## config.mk

```make
export PLATFORM = sky130hd
export DESIGN_NAME = box_position_ctrl
export DESIGN_NICKNAME = d
export VERILOG_FILES = /design/src/rtl/box_position_ctrl.sv
export SDC_FILE = /design/constraint.sdc
export NUM_CORES = 1
export LEC_CHECK = 0
export ABC_AREA = 1
export CAP_MARGIN = 20
export CORE_MARGIN = 5
export CORE_UTILIZATION = 54
export CTS_CLUSTER_SIZE = 24
export DETAILED_ROUTE_END_ITERATION = 16
export PLACE_DENSITY_LB_ADDON = 0.2
export SYNTH_ARGS = -nofsm -noshare
export SYNTH_HDL_FRONTEND = slang
export SYNTH_SLANG_ARGS = --single-unit
```

## constraint.sdc

```tcl
create_clock -name clk -period 4.3 [get_ports clk]
set_clock_uncertainty 0.15 [all_clocks]
set_input_delay 0.43 -clock clk [delete_from_list [all_inputs] [get_ports clk]]
set_output_delay 0.43 -clock clk [all_outputs]
set_load 0.01 [all_outputs]
```

## src/rtl/box_position_ctrl.sv

```systemverilog
// Push-button to box-position controller: synchronizes, debounces and auto-repeats
// the four direction buttons, then moves the box by STEP at frame boundaries only.
module box_position_ctrl #(
  parameter int DEBOUNCE_CNT = 250000,
  parameter int STEP         = 8,
  parameter int BOX_SIZE     = 32,
  parameter int H_ACTIVE     = 640,
  parameter int V_ACTIVE     = 480,
  parameter int X_INIT       = 304,
  parameter int Y_INIT       = 224,
  parameter int REPEAT_TICKS = 4
) (
  input  logic       clk,
  input  logic       clr,
  input  logic       tick,
  input  logic       frame_start,
  input  logic       btn_u,
  input  logic       btn_d,
  input  logic       btn_l,
  input  logic       btn_r,
  output logic [9:0] box_x,
  output logic [9:0] box_y,
  output logic       moving
);

  localparam int DB_W   = (DEBOUNCE_CNT > 1) ? $clog2(DEBOUNCE_CNT) : 1;
  localparam int HOLD_W = $clog2(REPEAT_TICKS + 1);
  localparam logic [DB_W-1:0]   DB_LAST  = DB_W'(DEBOUNCE_CNT - 1);
  localparam logic [HOLD_W-1:0] HOLD_MAX = HOLD_W'(REPEAT_TICKS);
  localparam logic [10:0] STEP_W = 11'(STEP);
  localparam logic [10:0] X_MAX  = 11'(H_ACTIVE - BOX_SIZE);
  localparam logic [10:0] Y_MAX  = 11'(V_ACTIVE - BOX_SIZE);

  // Direction bit order used throughout: {U, D, L, R}
  localparam int IDX_U = 3;
  localparam int IDX_D = 2;
  localparam int IDX_L = 1;
  localparam int IDX_R = 0;

  typedef enum logic [1:0] {IDLE, ARMED, APPLY} state_t;

  state_t state, state_nxt;

  logic [3:0] btn_p0, btn_p1;
  logic       tick_p0, tick_p1, tick_p2;
  logic       tick_edge;
  logic [3:0] deb, deb_p;
  logic [DB_W-1:0]   db_cnt   [4];
  logic [HOLD_W-1:0] hold     [4];
  logic [HOLD_W-1:0] hold_inc [4];
  logic [3:0] req;
  logic [3:0] pend;
  logic [9:0] x_nxt, y_nxt;

  function automatic logic [9:0] sat_dec(input logic [9:0] pos);
    logic [10:0] p;
    p = {1'b0, pos};
    sat_dec = (p < STEP_W) ? 10'd0 : 10'(p - STEP_W);
  endfunction

  function automatic logic [9:0] sat_inc(input logic [9:0] pos, input logic [10:0] lim);
    logic [10:0] up;
    up = {1'b0, pos} + STEP_W;
    sat_inc = (up > lim) ? 10'(lim) : 10'(up);
  endfunction

  function automatic logic [9:0] move_axis(input logic [9:0] pos, input logic dec,
                                           input logic inc, input logic [10:0] lim);
    move_axis = pos;
    if (dec && !inc)
      move_axis = sat_dec(pos);
    else if (inc && !dec)
      move_axis = sat_inc(pos, lim);
  endfunction

  // Stage p0/p1: two-flop synchronizers; p2 holds the previous tick for edge detect
  always_ff @(posedge clk) begin
    if (!clr) begin
      btn_p0  <= '0;
      btn_p1  <= '0;
      tick_p0 <= 1'b0;
      tick_p1 <= 1'b0;
      tick_p2 <= 1'b0;
    end else begin
      btn_p0  <= {btn_u, btn_d, btn_l, btn_r};
      btn_p1  <= btn_p0;
      tick_p0 <= tick;
      tick_p1 <= tick_p0;
      tick_p2 <= tick_p1;
    end
  end

  assign tick_edge = tick_p1 & ~tick_p2;

  // Debounce and hold counting per direction
  always_ff @(posedge clk) begin
    if (!clr) begin
      deb   <= '0;
      deb_p <= '0;
      for (int i = 0; i < 4; i++) begin
        db_cnt[i] <= '0;
        hold[i]   <= '0;
      end
    end else begin
      deb_p <= deb;
      for (int i = 0; i < 4; i++) begin
        if (btn_p1[i] == deb[i]) begin
          db_cnt[i] <= '0;
        end else if (db_cnt[i] == DB_LAST) begin
          deb[i]    <= btn_p1[i];
          db_cnt[i] <= '0;
        end else begin
          db_cnt[i] <= db_cnt[i] + DB_W'(1);
        end
        if (!deb[i])
          hold[i] <= '0;
        else if (tick_edge)
          hold[i] <= hold_inc[i];
      end
    end
  end

  // A request is a fresh debounced press, or a tick edge once the hold has saturated
  always_comb begin
    req = '0;
    for (int i = 0; i < 4; i++) begin
      hold_inc[i] = (hold[i] == HOLD_MAX) ? HOLD_MAX : hold[i] + HOLD_W'(1);
      req[i] = (deb[i] & ~deb_p[i]) |
               (deb[i] & tick_edge & (hold_inc[i] == HOLD_MAX));
    end
  end

  always_ff @(posedge clk) begin
    if (!clr)
      pend <= '0;
    else if (state == APPLY)
      pend <= req;
    else
      pend <= pend | req;
  end

  always_ff @(posedge clk) begin
    if (!clr)
      state <= IDLE;
    else
      state <= state_nxt;
  end

  always_comb begin
    state_nxt = state;
    case (state)
      IDLE:    if (|pend) state_nxt = ARMED;
      ARMED:   if (frame_start) state_nxt = APPLY;
      APPLY:   state_nxt = (|req) ? ARMED : IDLE;
      default: state_nxt = IDLE;
    endcase
  end

  always_comb begin
    x_nxt = move_axis(box_x, pend[IDX_L], pend[IDX_R], X_MAX);
    y_nxt = move_axis(box_y, pend[IDX_U], pend[IDX_D], Y_MAX);
  end

  // Position registers update only on the edge that ends the APPLY cycle
  always_ff @(posedge clk) begin
    if (!clr) begin
      box_x <= 10'(X_INIT);
      box_y <= 10'(Y_INIT);
    end else if (state == APPLY) begin
      box_x <= x_nxt;
      box_y <= y_nxt;
    end
  end

  assign moving = (state != IDLE);

endmodule

```

Figure 1. Signal wires on met3.
Bar = 50 um. Cells faint in the background.
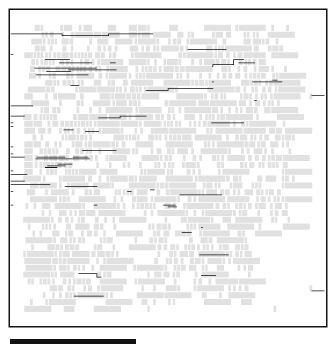
- share of all routed wire: 3.8%
- longest straight run: 24.4 um
- nets with wire on the layer: 43
- wire length on this layer: 491 um
- main direction: horizontal
met3 Use GR: 3.966%
vias after detailed routing: 5704
drt total wl: 12930 um

Figure 2. Clock routing.
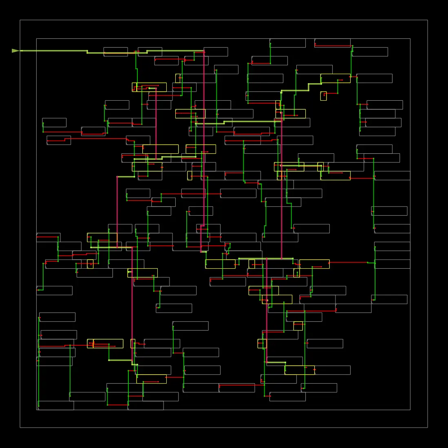
power attributed to the clock group: 1270 uW
Num Clock Sinks: 123
layout clock buffer count: 22

Figure 3. Signal wires on met4.
Supply wires on this layer in gray. Cells faint in the background.
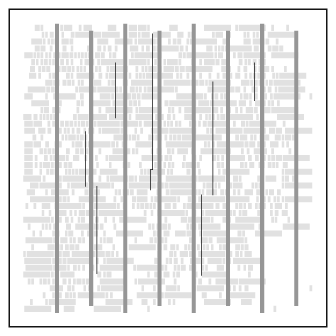
- nets with wire on the layer: 3
- main direction: vertical
- longest straight run: 53.8 um
- share of all routed wire: 1.8%

Figure 4. Met2 routing.
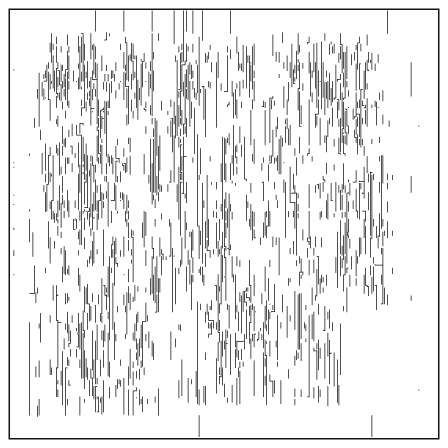
- share of all routed wire: 46%
- wire length on this layer: 5890 um
- main direction: vertical
- longest straight run: 32.1 um
- nets with wire on the layer: 808
GRT met2 Usage: 27.90%

==> synthesized netlist by cell type (3+ instances only) <==
library cell and count:
sky130_fd_sc_hd__a21oi_1 46, sky130_fd_sc_hd__a31oi_1 3, sky130_fd_sc_hd__buf_4 9, sky130_fd_sc_hd__clkbuf_1 4, sky130_fd_sc_hd__dfxtp_1 39, sky130_fd_sc_hd__edfxtp_1 84, sky130_fd_sc_hd__ha_1 20, sky130_fd_sc_hd__inv_1 148
sky130_fd_sc_hd__inv_2 4, sky130_fd_sc_hd__nand2_1 170, sky130_fd_sc_hd__nand2_2 9, sky130_fd_sc_hd__nand3_1 46, sky130_fd_sc_hd__nand3b_1 4, sky130_fd_sc_hd__nand4_1 18, sky130_fd_sc_hd__nor2_1 107, sky130_fd_sc_hd__nor2_2 9
sky130_fd_sc_hd__nor3_1 37, sky130_fd_sc_hd__nor3_2 6, sky130_fd_sc_hd__nor3_4 3, sky130_fd_sc_hd__nor3b_1 13, sky130_fd_sc_hd__nor4_1 6, sky130_fd_sc_hd__o211ai_1 3, sky130_fd_sc_hd__o21ai_0 29, sky130_fd_sc_hd__o21ai_1 3
sky130_fd_sc_hd__or2_2 10, sky130_fd_sc_hd__xnor2_1 4, sky130_fd_sc_hd__xor2_1 26
==> per-stage QoR <==
step | hold WS (ns) | area, um2
6_report | 0.2594 | 8333
5_1_grt | 0.2850 | 8333
4_1_cts | 0.2598 | 8333
3_5_place_dp | 0.2468 | 7810
3_3_place_gp | 0.2417 | 7810
2_1_floorplan | 0.2405 | 7477
==> power by group <==
| group | internal (uW) | total [uW] | switching (uW) |
|---|---|---|---|
| clock network | 783 | 1270 | 487 |
| registers | 1300 | 1330 | 30.2 |
| logic | 28.3 | 90.3 | 62.0 |
==> summary.rpt <==
RUN METRICS
----------------------------------------------------
[Run status]
  Status ........................ completed

[Final layout]
  Seq area share ........................ 39.64%
  Layout Utilization ........................ 63.43%
  Antenna diodes ........................ 0
  Layout cell share with drive strength beyond 1 ........................ 8.068%
  Layout multi-input combinational cell count ........................ 673
  Non-Clock Buffer Count ........................ 23
  Sequential cell area ........................ 0.003303 mm2
  Most common logic cells in the final layout ........................ 170 x sky130_fd_sc_hd__nand2_1, 148 x sky130_fd_sc_hd__inv_1, 107 x sky130_fd_sc_hd__nor2_1, 84 x sky130_fd_sc_hd__edfxtp_1, 78 x sky130_fd_sc_hd__conb_1
  Logic area ........................ 0.003485 mm2

[Yosys]
  Summed standard-cell area reported by yosys ........................ 0.007192 mm2
  Cells after synthesis ........................ 890
  Ao+oa area frac ........................ 6.872%
  Yosys warning tally ........................ 0
  Fraction of the mapped netlist area in simple logic gates ........................ 30.38%

[Critical path]
  Reg2reg start ........................ db_cnt[2][0]$_SDFFCE_PN0P_
  WP buf/inv ........................ 0
  Instance count on the critical path ........................ 7
  Data arrival time of the critical path ........................ 2.26 ns
  WP data required ........................ 4.32 ns
  Crit path cell chain ........................ ha_1, nand4_1, nor3_1, nand2_1, nand2_1, o21bai_1, a21oi_1
  Slowest stage delay, CP ........................ 0.48 ns
  R2R Setup Slk ........................ 2.06 ns

[Placement]
  Count of input and output buffers ........................ 22
  Count of placed standard cells including taps ........................ 1148

[Floorplanning]
  Total number of tap cells ........................ 176
  Chip area ........................ 0.01573 mm2
  Core Rows ........................ 42
  Fp util ........................ 54.74%

[Global routing]
  Number of antenna violations at the first check in global routing ........................ 0
  Total track usage ........................ 17.38%
  Met1 global-route usage ........................ 22.81%
  Wire length of the first global-routing pass ........................ 23120 um

[STA]
  Final critical-path setup slack ........................ 2.058 ns
  Unrepaired setup endpoints after global routing ........................ no
  Number of setup violations in the final report ........................ 0
  Relative slew slack ........................ 58.98%

[Detailed routing]
  DR WL/cell ........................ 10.96 um
  Detailed-route vias per instance ........................ 4.834
  Length of routed met3 wiring ........................ 491 um
  Met1 routed wirelength after detailed routing ........................ 6317 um

[Worst hold path]
  Worst Hold End ........................ btn_p1[3]$_SDFF_PN0_
  Worst hold path cell count ........................ 2

[Clock tree]
  Clock tree from TritonCTS ........................ done
  Cts hold-fix bufs ........................ 0

[Job]
  Maxcap violations ........................ 0

----------------------------------------------------
Power and IR drop assume default switching activity.
